Fig. 1: run 1, cell sizes after repair
(3 px per um)
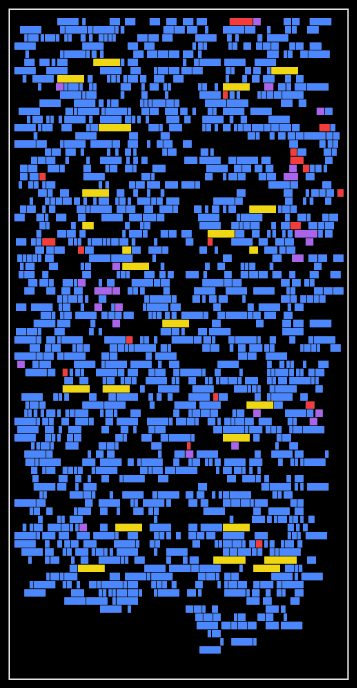
Fig. 2: run 1, pin map
(3 px per um) Pins as bars across the die edge, other pins in grey.
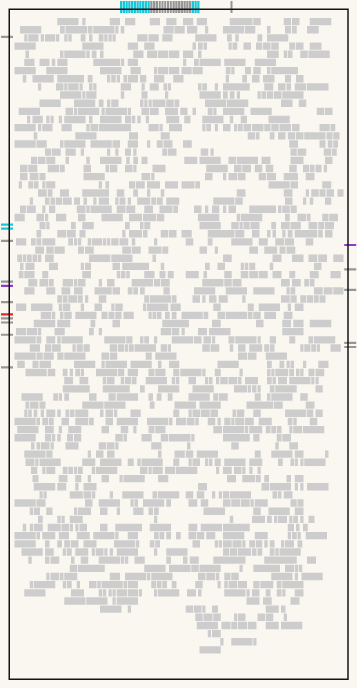
Fig. 3: run 1, wires at chosen ports, followed through buffers
(1.5 px per um)
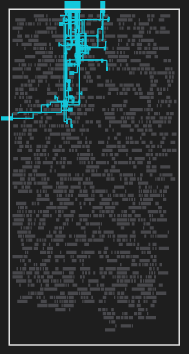
Fig. 4: run 1, selected gate families
(3 px per um)
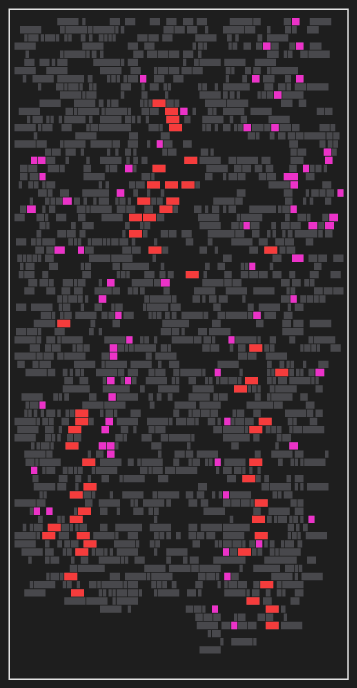
$ cat src/rtl/clkgen_multi.sv
// rtl/clkgen_multi.sv - multi-channel programmable clock/strobe generator
//
// Each channel divides clk by a run-time period P with high time H and emits
// one-cycle rise/fall strobes. Configuration writes land in a shadow register
// and move to the active set only at a period boundary, while stopped, or on
// sync, so clk_out never glitches.
//
// Ports:
//   clk          in   system clock
//   reset        in   synchronous active-high reset
//   ch_en        in   per-channel run enable
//   sync         in   restart all enabled channels at phase 0
//   cfg_we       in   configuration write strobe
//   cfg_ch       in   target channel of the write
//   cfg_period   in   requested period in clk cycles
//   cfg_high     in   requested high time in clk cycles
//   cfg_pending  out  shadow written but not yet active
//   clk_out      out  divided clock, registered
//   rise_tick    out  pulse in first high cycle of clk_out
//   fall_tick    out  pulse in first low cycle of clk_out
module clkgen_multi #(
    parameter int NUM_CH         = 2,
    parameter int CNT_WIDTH      = 16,
    parameter int DEFAULT_PERIOD = 50000,
    parameter int DEFAULT_HIGH   = 25000,
    localparam int CH_W          = (NUM_CH > 1) ? $clog2(NUM_CH) : 1
) (
    input  logic                 clk,
    input  logic                 reset,
    input  logic [NUM_CH-1:0]    ch_en,
    input  logic                 sync,
    input  logic                 cfg_we,
    input  logic [CH_W-1:0]      cfg_ch,
    input  logic [CNT_WIDTH-1:0] cfg_period,
    input  logic [CNT_WIDTH-1:0] cfg_high,
    output logic [NUM_CH-1:0]    cfg_pending,
    output logic [NUM_CH-1:0]    clk_out,
    output logic [NUM_CH-1:0]    rise_tick,
    output logic [NUM_CH-1:0]    fall_tick
);

    typedef enum logic {ST_STOPPED = 1'b0, ST_RUNNING = 1'b1} state_t;

    // Period below 2 cannot hold both a high and a low cycle.
    function automatic logic [CNT_WIDTH-1:0] f_clamp_p(input logic [CNT_WIDTH-1:0] p);
        return (p < CNT_WIDTH'(2)) ? CNT_WIDTH'(2) : p;
    endfunction

    // High time kept within 1..P-1 so duty is never 0% or 100%.
    function automatic logic [CNT_WIDTH-1:0] f_clamp_h(input logic [CNT_WIDTH-1:0] p,
                                                       input logic [CNT_WIDTH-1:0] h);
        if (h == '0)
            return CNT_WIDTH'(1);
        else if (h >= p)
            return p - CNT_WIDTH'(1);
        else
            return h;
    endfunction

    localparam logic [CNT_WIDTH-1:0] DEF_P = f_clamp_p(CNT_WIDTH'(DEFAULT_PERIOD));
    localparam logic [CNT_WIDTH-1:0] DEF_H = f_clamp_h(DEF_P, CNT_WIDTH'(DEFAULT_HIGH));

    logic [CNT_WIDTH-1:0] w_cfg_p;
    logic [CNT_WIDTH-1:0] w_cfg_h;

    assign w_cfg_p = f_clamp_p(cfg_period);
    assign w_cfg_h = f_clamp_h(w_cfg_p, cfg_high);

    for (genvar g = 0; g < NUM_CH; g++) begin : g_ch
        state_t               r_state;
        state_t               w_state_nxt;
        logic [CNT_WIDTH-1:0] r_cnt;
        logic [CNT_WIDTH-1:0] w_cnt_nxt;
        logic [CNT_WIDTH-1:0] r_act_p;
        logic [CNT_WIDTH-1:0] r_act_h;
        logic [CNT_WIDTH-1:0] r_sh_p;
        logic [CNT_WIDTH-1:0] r_sh_h;
        logic                 r_pend;
        logic                 r_clk;
        logic                 r_rise;
        logic                 r_fall;
        logic                 w_wr;
        logic                 w_wrap;
        logic                 w_apply;
        logic                 w_start;
        logic                 w_clk_nxt;
        logic                 w_rise_nxt;
        logic                 w_fall_nxt;

        assign w_wr    = cfg_we && (int'(cfg_ch) == g) && (int'(cfg_ch) < NUM_CH);
        assign w_wrap  = (r_state == ST_RUNNING) && (r_cnt == r_act_p - CNT_WIDTH'(1));
        // Applied from the shadow as it stood before this cycle's write, so a
        // write coincident with a wrap or sync waits for the next boundary.
        assign w_apply = r_pend && (w_wrap || (r_state == ST_STOPPED) || sync);
        // sync on an enabled channel is handled exactly like a fresh start.
        assign w_start = ch_en[g] && ((r_state == ST_STOPPED) || sync);

        always_ff @(posedge clk) begin
            if (reset) begin
                r_state <= ST_STOPPED;
                r_cnt   <= '0;
                r_clk   <= 1'b0;
                r_rise  <= 1'b0;
                r_fall  <= 1'b0;
            end else begin
                r_state <= w_state_nxt;
                r_cnt   <= w_cnt_nxt;
                r_clk   <= w_clk_nxt;
                r_rise  <= w_rise_nxt;
                r_fall  <= w_fall_nxt;
            end
        end

        always_ff @(posedge clk) begin
            if (reset) begin
                r_act_p <= DEF_P;
                r_act_h <= DEF_H;
                r_sh_p  <= DEF_P;
                r_sh_h  <= DEF_H;
                r_pend  <= 1'b0;
            end else begin
                if (w_apply) begin
                    r_act_p <= r_sh_p;
                    r_act_h <= r_sh_h;
                    r_pend  <= 1'b0;
                end
                if (w_wr) begin
                    r_sh_p <= w_cfg_p;
                    r_sh_h <= w_cfg_h;
                    r_pend <= 1'b1;
                end
            end
        end

        always_comb begin
            w_state_nxt = r_state;
            w_cnt_nxt   = r_cnt;
            if (!ch_en[g]) begin
                w_state_nxt = ST_STOPPED;
                w_cnt_nxt   = '0;
            end else if (w_start) begin
                w_state_nxt = ST_RUNNING;
                w_cnt_nxt   = '0;
            end else begin
                w_cnt_nxt = w_wrap ? '0 : r_cnt + CNT_WIDTH'(1);
            end
        end

        // At cnt==0 the output is high for any legal H, so comparing against
        // the pre-apply high time is safe on the wrap cycle.
        always_comb begin
            w_clk_nxt  = 1'b0;
            w_rise_nxt = 1'b0;
            w_fall_nxt = 1'b0;
            if (!ch_en[g]) begin
                w_fall_nxt = r_clk;
            end else if (w_start) begin
                w_clk_nxt  = 1'b1;
                w_rise_nxt = 1'b1;
            end else begin
                w_clk_nxt  = (w_cnt_nxt < r_act_h);
                w_rise_nxt = w_clk_nxt && !r_clk;
                w_fall_nxt = !w_clk_nxt && r_clk;
            end
        end

        assign cfg_pending[g] = r_pend;
        assign clk_out[g]     = r_clk;
        assign rise_tick[g]   = r_rise;
        assign fall_tick[g]   = r_fall;
    end

endmodule

$ cat config.mk
export PLATFORM = sky130hd
export DESIGN_NAME = clkgen_multi
export DESIGN_NICKNAME = d
export VERILOG_FILES = /design/src/rtl/clkgen_multi.sv
export SDC_FILE = /design/constraint.sdc
export NUM_CORES = 1
export LEC_CHECK = 0
export CORE_ASPECT_RATIO = 2
export CORE_UTILIZATION = 42
export CTS_CLUSTER_DIAMETER = 60
export DETAILED_ROUTE_END_ITERATION = 12
export PLACE_DENSITY = 0.57
export SYNTH_ARGS = -nofsm -noshare
export SYNTH_HDL_FRONTEND = slang
export SYNTH_SLANG_ARGS = --single-unit
$ cat constraint.sdc
create_clock -name clk -period 12.1 [get_ports clk]
set_input_delay 1.21 -clock clk [delete_from_list [all_inputs] [get_ports clk]]
set_output_delay 1.21 -clock clk [all_outputs]
set_load 0.005 [all_outputs]
==> ci_impl_report.md, run 1 <==
## Implementation flow summary

| Metric | Value |
|---|---|
| RSZ-0062 raised after global routing | false |
| CTS tree | done |
| Dominant class by area | logic gates |
| Registers | 170 |
| Worst hold margin | approximately 0.46 ns |
| YS warnings | 0 |
| Worst Path Arrival | 5.86 ns |
| Setup CP Type | flop to flop |
| Xor/xnor share | 0.0599 |
| Post-Synth AOI/OAI Area | 0.189 |
| Clk network pwr share | 0.441 |
| Slowest CP cell | or4_4 |
| Worst-path clk slew | 0.07 ns |
| Tot Pwr | between 1 and 1.5 mW |
| Initial antenna violation count | 0 |
| Reg-to-Reg End | g_ch[1].r_fall$_SDFF_PP0_ |
| Post-CTS setup repair buffer count | 0 |
| Logic inverters | 72 |
| CP Launch Type | flop |
| Comb pwr | between 100 and 150 uW |
| Register Area | 3400 um2 |
| Hpwl dp | 24600 um |
| Nets | 1344 |
| Max-Cap Viols | 0 |
| Pre-CTS WS | 6.40 ns |
| Diode count | 0 |
| Endpoints failing setup | 0 |
| Met3 WL | 789 um |
| Tightest Hold Check Type | flop to flop |
| Crit path depth | 17 |
| Mapped Area | a little over 10000 um2 |
| Max stage delay on crit path | 0.73 ns |
| Wirelength per Cell | 21.0 um |
| Dominant Register Cell | dfxtp_1 |
| Largest Pwr Group | registers |
| Clock Latency Late Sink | between 0.4 and 0.5 ns |
| DRC | 0 |
| Biggest area cells | dfxtp_1 (33%), ha_1 (6.2%), nor2_1 (5.3%), nand2_1 (4.1%), xnor2_1 (3.8%) |
| Internal power | approximately 950 uW |
| GRT Util Overall | 0.268 |
| Row count | 80 |
| Count leader, synth | dfxtp_1 |
| Met1 Wirelength | 11800 um |
| Max frequency | 181 MHz |
| Switch share | 0.268 |
| Worst Hold Depth | 2 |
| CP Launch Point | g_ch[1].r_act_p[0]$_SDFFE_PP0P_ |
| Clk tree area frac | 0.0528 |
| Final count of hold timing violations | 0 |
| Met1 Track Usage GR | 0.263 |
| Largest fanout on the critical path | 38 |
| Fin crit share | 0.456 |
| DR iter-0 viols | 467 |
| Switching power | 349 uW |
| DP Area | 10800 um2 |
| Leak | 4.25 nW |
| CP top delay family | simple AND/OR/NAND/NOR gates |
| R2r startpoint | g_ch[1].r_act_p[0]$_SDFFE_PP0P_ |
| Routed wl met2 | between 15000 and 20000 um |
| Rel. slew slack | 0.286 |
| Via count | a little over 9000 |
| Synthesized Nets | 1363 |
| P per Cell Area | between 100 and 150 nW/um2 |
| Clock buffers | 18 |
| Status | completed |
| GR Util met2 | 0.493 |
| Sequential Power | 591 uW |
| Vias per cell | 5.94 |
| Met3 Use GR | 0.0385 |
| Synth flops | 170 |
| Hold Crit Start | g_ch[0].r_sh_p[12]$_SDFFE_PP0P_ |
| Post-route antenna net violation count | 0 |
| Post-synthesis async set-or-reset flop share | 0 |
| DR top layer | met4 |
| Final TNS setup | 0 ns |
| First-pass GRT wire length | ~51000 um |
| Final WS setup | around 6.6 ns |
| Sequential cell area fraction in the yosys report | 0.332 |
| Gr busiest metal | met2 |
| Synth Instances | 1273 |
| Avg Cell Area, Syn | 8.04 um2 |
| Least-Margin Pin Slew | 1.06 ns |
| Critical path buffers and inverters | 2 |
| Fill cell count | 2326 |
| Yosys cell count | 1273 |
| CTS sink count | 170 |
| Critical Path RT | between 10 and 15 ns |
| Combinational cell fraction of total power | 0.105 |
| Adder share | 0.0623 |
| OpenROAD warning count | 26 |
| Number of enable flip-flop cells | 0 |
| CTS resizes | 0 |
| Cells on worst reg2reg path | 17 |
| Pin count of the biggest net entering global routing | between 80 and 90 |
| Synth top area share | 0.332 |
| Longest Clk Path Bufs | 2 |
| Tap Cells | between 200 and 300 |
| Yosys stat chip area | 10200 um2 |
| RD Place Congestion | 0.982 |
| Layout cell share with drive strength beyond 1 | 0.0505 |
| Peak supply drop | about 0.1 mV |
| CTS Buf Count | 17 |
| R2R Setup Slk | 6.59 ns |
Notes on Fig. 1 above:
[red] _2 cells | cells: 18 | share: 1.4%
[purple] _3 and _4 cells | cells: 23 | share: 1.8%
[yellow] _6 and larger | cells: 23 | share: 1.8%
[blue] _0 and _1 cells | cells: 1203 | share: 95%
design area: 11400 um2
Area Growth Syn to Fin: 10.9%
bufs w/o clock: 60

Notes on Fig. 2 above:
[purple] clk_out | pins: 2 | direction: output | edge: 1 left, 1 right
[cyan] cfg_period | pins: 16 | direction: input | edge: 14 top, 2 left
[red] cfg_ch | pins: 1 | direction: input | edge: left
all pins by edge: 30 top, 12 left, 5 right
PortBufs: 46
chip height: 223 um
die width: 112 um

Notes on Fig. 3 above:
[cyan] cfg_period | bits: 16 | direction: input | end cells: 47 | buffers: 16 | wire: 1040 um
# IOs: 47

Notes on Fig. 4 above:
[magenta] AND and OR gates | cells: 67 | where: widely spread
[red] adder and majority cells | cells: 51
post-route insts no fill: 1554
most used logic cell in the final layout: dfxtp_1
combinational fraction of the cell area: 0.542

## Run 2: what changed since run 1
- PLACE_DENSITY: 0.57 -> 0.59
- clock period: 12.1 -> 4.9 ns (I/O delays scaled with it)
Fig. 5: run 2, selected gate families
(3 px per um)
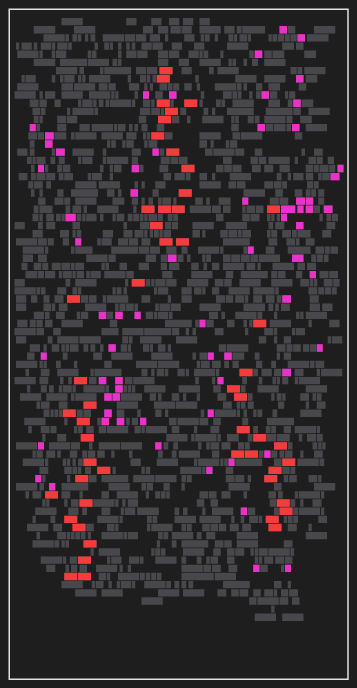
[magenta] AND and OR gates | cells: 67
[red] adder and majority cells | cells: 51
post-route insts no fill: 1571
combinational fraction of the cell area: 0.537

Fig. 6: run 2, cell sizes after repair
(3 px per um)
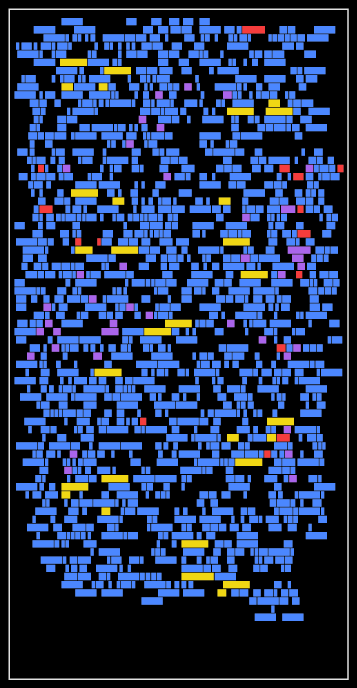
[yellow] _6 and larger | cells: 29 | share: 2.3%
[purple] _3 and _4 cells | cells: 39 | share: 3.0%
[red] _2 cells | cells: 15 | share: 1.2%
[blue] _0 and _1 cells | cells: 1201 | share: 94%
Final WS setup: 0.398 ns
bufs w/o clock: 77
Area Growth Syn to Fin: 12.2%
design area: 11500 um2

==> run 2 against run 1 <==
Net effect:
- critical path depth is 1 lower
- synthesized area unchanged
- non-clock buffer count grew 17
- utilization up 0.55 points
- sequential power rose by 150%
- via count shrank 0.15%
- combinational power increased by 150%
- fmax up 22%
- clock skew rose by 0.0023 ns
- largest power group unchanged
- highest routed layer unchanged
==> ci_impl_report.md, run 2 <==
## Implementation flow summary

| Metric | Value |
|---|---|
| Status | completed (unchanged) |
| Registers | 170 (unchanged) |
| Crit path depth | 16 (was 17) |
| Synth Instances | 1273 (unchanged) |
| Met3 WL | 696 um (was 789 um) |
| Biggest area cells | dfxtp_1 (33%), ha_1 (6.2%), nor2_1 (5.3%), nand2_1 (4.1%), xnor2_1 (3.8%) (unchanged) |
| Synth flops | 170 (unchanged) |
| DP Area | 10900 um2 (was 10800 um2) |
| R2R Setup Slk | 0.40 ns (was 6.59 ns) |
| Mapped Area | 10200 um2 (unchanged) |
| Sequential Power | 1.46 mW (was 591 uW) |
| Synthesized Nets | 1363 (unchanged) |
| Most used logic cell in the final layout | dfxtp_1 (unchanged) |
| Diode count | 0 (unchanged) |
| Wirelength per Cell | 19.7 um (was 21.0 um) |
| Reg-to-Reg End | g_ch[1].r_fall$_SDFF_PP0_ (unchanged) |
| Largest Pwr Group | registers (unchanged) |
| Adder share | 0.0623 (unchanged) |
| Non-clock buffers, area share | 0.0601 (was 0.0496) |
| Gr busiest metal | met2 (unchanged) |
| Hold Crit Start | g_ch[0].r_sh_p[12]$_SDFFE_PP0P_ (unchanged) |
| RSZ-0062 raised after global routing | false (unchanged) |
| Worst Hold Depth | 2 (unchanged) |
| CP Launch Type | flop (unchanged) |
| Chip height | 223 um (unchanged) |
| Clock buffers | 17 (was 18) |
| Die width | 112 um (unchanged) |
| Least-Margin Pin Slew | 1.11 ns (was 1.06 ns) |
| Avg Cell Area, Syn | 8.04 um2 (unchanged) |
| Internal power | 2.29 mW (was 954 uW) |
| Dominant class by area | logic gates (unchanged) |
| DRC | 0 (unchanged) |
| CTS tree | done (unchanged) |
| CTS Buf Count | 17 (unchanged) |
| Max-Cap Viols | 0 (unchanged) |
| Tap Cells | 287 (unchanged) |
| CP top delay family | simple AND/OR/NAND/NOR gates (unchanged) |
| Xor/xnor share | 0.0599 (unchanged) |
| GR Util met2 | 0.480 (was 0.493) |
| Post-Synth AOI/OAI Area | 0.189 (unchanged) |
| Critical Path RT | 5.30 ns (was 12.44 ns) |
| PortBufs | 46 (unchanged) |
| DR top layer | met4 (unchanged) |
| Fin crit share | 0.919 (was 0.456) |
| Number of enable flip-flop cells | 0 (unchanged) |
| Leak | 4.34 nW (was 4.25 nW) |
| Critical path buffers and inverters | 2 (unchanged) |
| YS warnings | 0 (unchanged) |
| Final TNS setup | 0 ns (unchanged) |
| RD Place Congestion | 0.972 (was 0.982) |
| Sequential cell area fraction in the yosys report | 0.332 (unchanged) |
| Via count | 9220 (was 9234) |
| Dominant Register Cell | dfxtp_1 (unchanged) |
| Peak supply drop | 0.229 mV (was 0.0976 mV) |
| Pin count of the biggest net entering global routing | 98 (was 81) |
| Max stage delay on crit path | 0.57 ns (was 0.73 ns) |
| DR iter-0 viols | 491 (was 467) |
| Register Area | 3400 um2 (unchanged) |
| Worst Path Arrival | 4.90 ns (was 5.86 ns) |
| Setup CP Type | flop to flop (unchanged) |
| Count leader, synth | dfxtp_1 (unchanged) |
| Hpwl dp | 23500 um (was 24600 um) |
| Comb pwr | 338 uW (was 136 uW) |
| Largest fanout on the critical path | 10 (was 38) |
| Final count of hold timing violations | 0 (unchanged) |
| Met1 Wirelength | 11500 um (was 11800 um) |
| Met1 Track Usage GR | 0.248 (was 0.263) |
| Vias per cell | 5.87 (was 5.94) |
| Combinational cell fraction of total power | 0.106 (was 0.105) |
| Switch share | 0.284 (was 0.268) |
| Layout cell share with drive strength beyond 1 | 0.0646 (was 0.0505) |
| Switching power | 906 uW (was 349 uW) |
| Synth top area share | 0.332 (unchanged) |
| Cells on worst reg2reg path | 16 (was 17) |
| CTS sink count | 170 (unchanged) |
| Worst-path clk slew | 0.07 ns (about the same) |
| Post-synthesis async set-or-reset flop share | 0 (unchanged) |
| Post-CTS setup repair buffer count | 0 (unchanged) |
| Tot Pwr | 3.19 mW (was 1.30 mW) |
| Pre-CTS WS | 0.302 ns (was 6.40 ns) |
| Initial antenna violation count | 0 (unchanged) |
| Max frequency | 222 MHz (was 181 MHz) |
| Met3 Use GR | 0.0314 (was 0.0385) |
| CTS resizes | 0 (unchanged) |
| Endpoints failing setup | 0 (unchanged) |
| Fill cell count | 2347 (was 2326) |
| Row count | 80 (unchanged) |
| Tightest Hold Check Type | flop to flop (unchanged) |
| Nets | 1361 (was 1344) |
| GRT Util Overall | 0.255 (was 0.268) |
| Clock Latency Late Sink | 0.46 ns (was 0.45 ns) |
| Rel. slew slack | 0.259 (was 0.286) |
| Slowest CP cell | or4_4 (unchanged) |
| First-pass GRT wire length | 49000 um (was 50500 um) |
| Routed wl met2 | 16500 um (was 17400 um) |
| Worst hold margin | 0.459 ns (was 0.460 ns) |
| Clk network pwr share | 0.437 (was 0.441) |
| Clk tree area frac | 0.0521 (was 0.0528) |
| R2r startpoint | g_ch[1].r_act_p[0]$_SDFFE_PP0P_ (unchanged) |
No activity file was given, so power comes from the tool's default toggle rates.
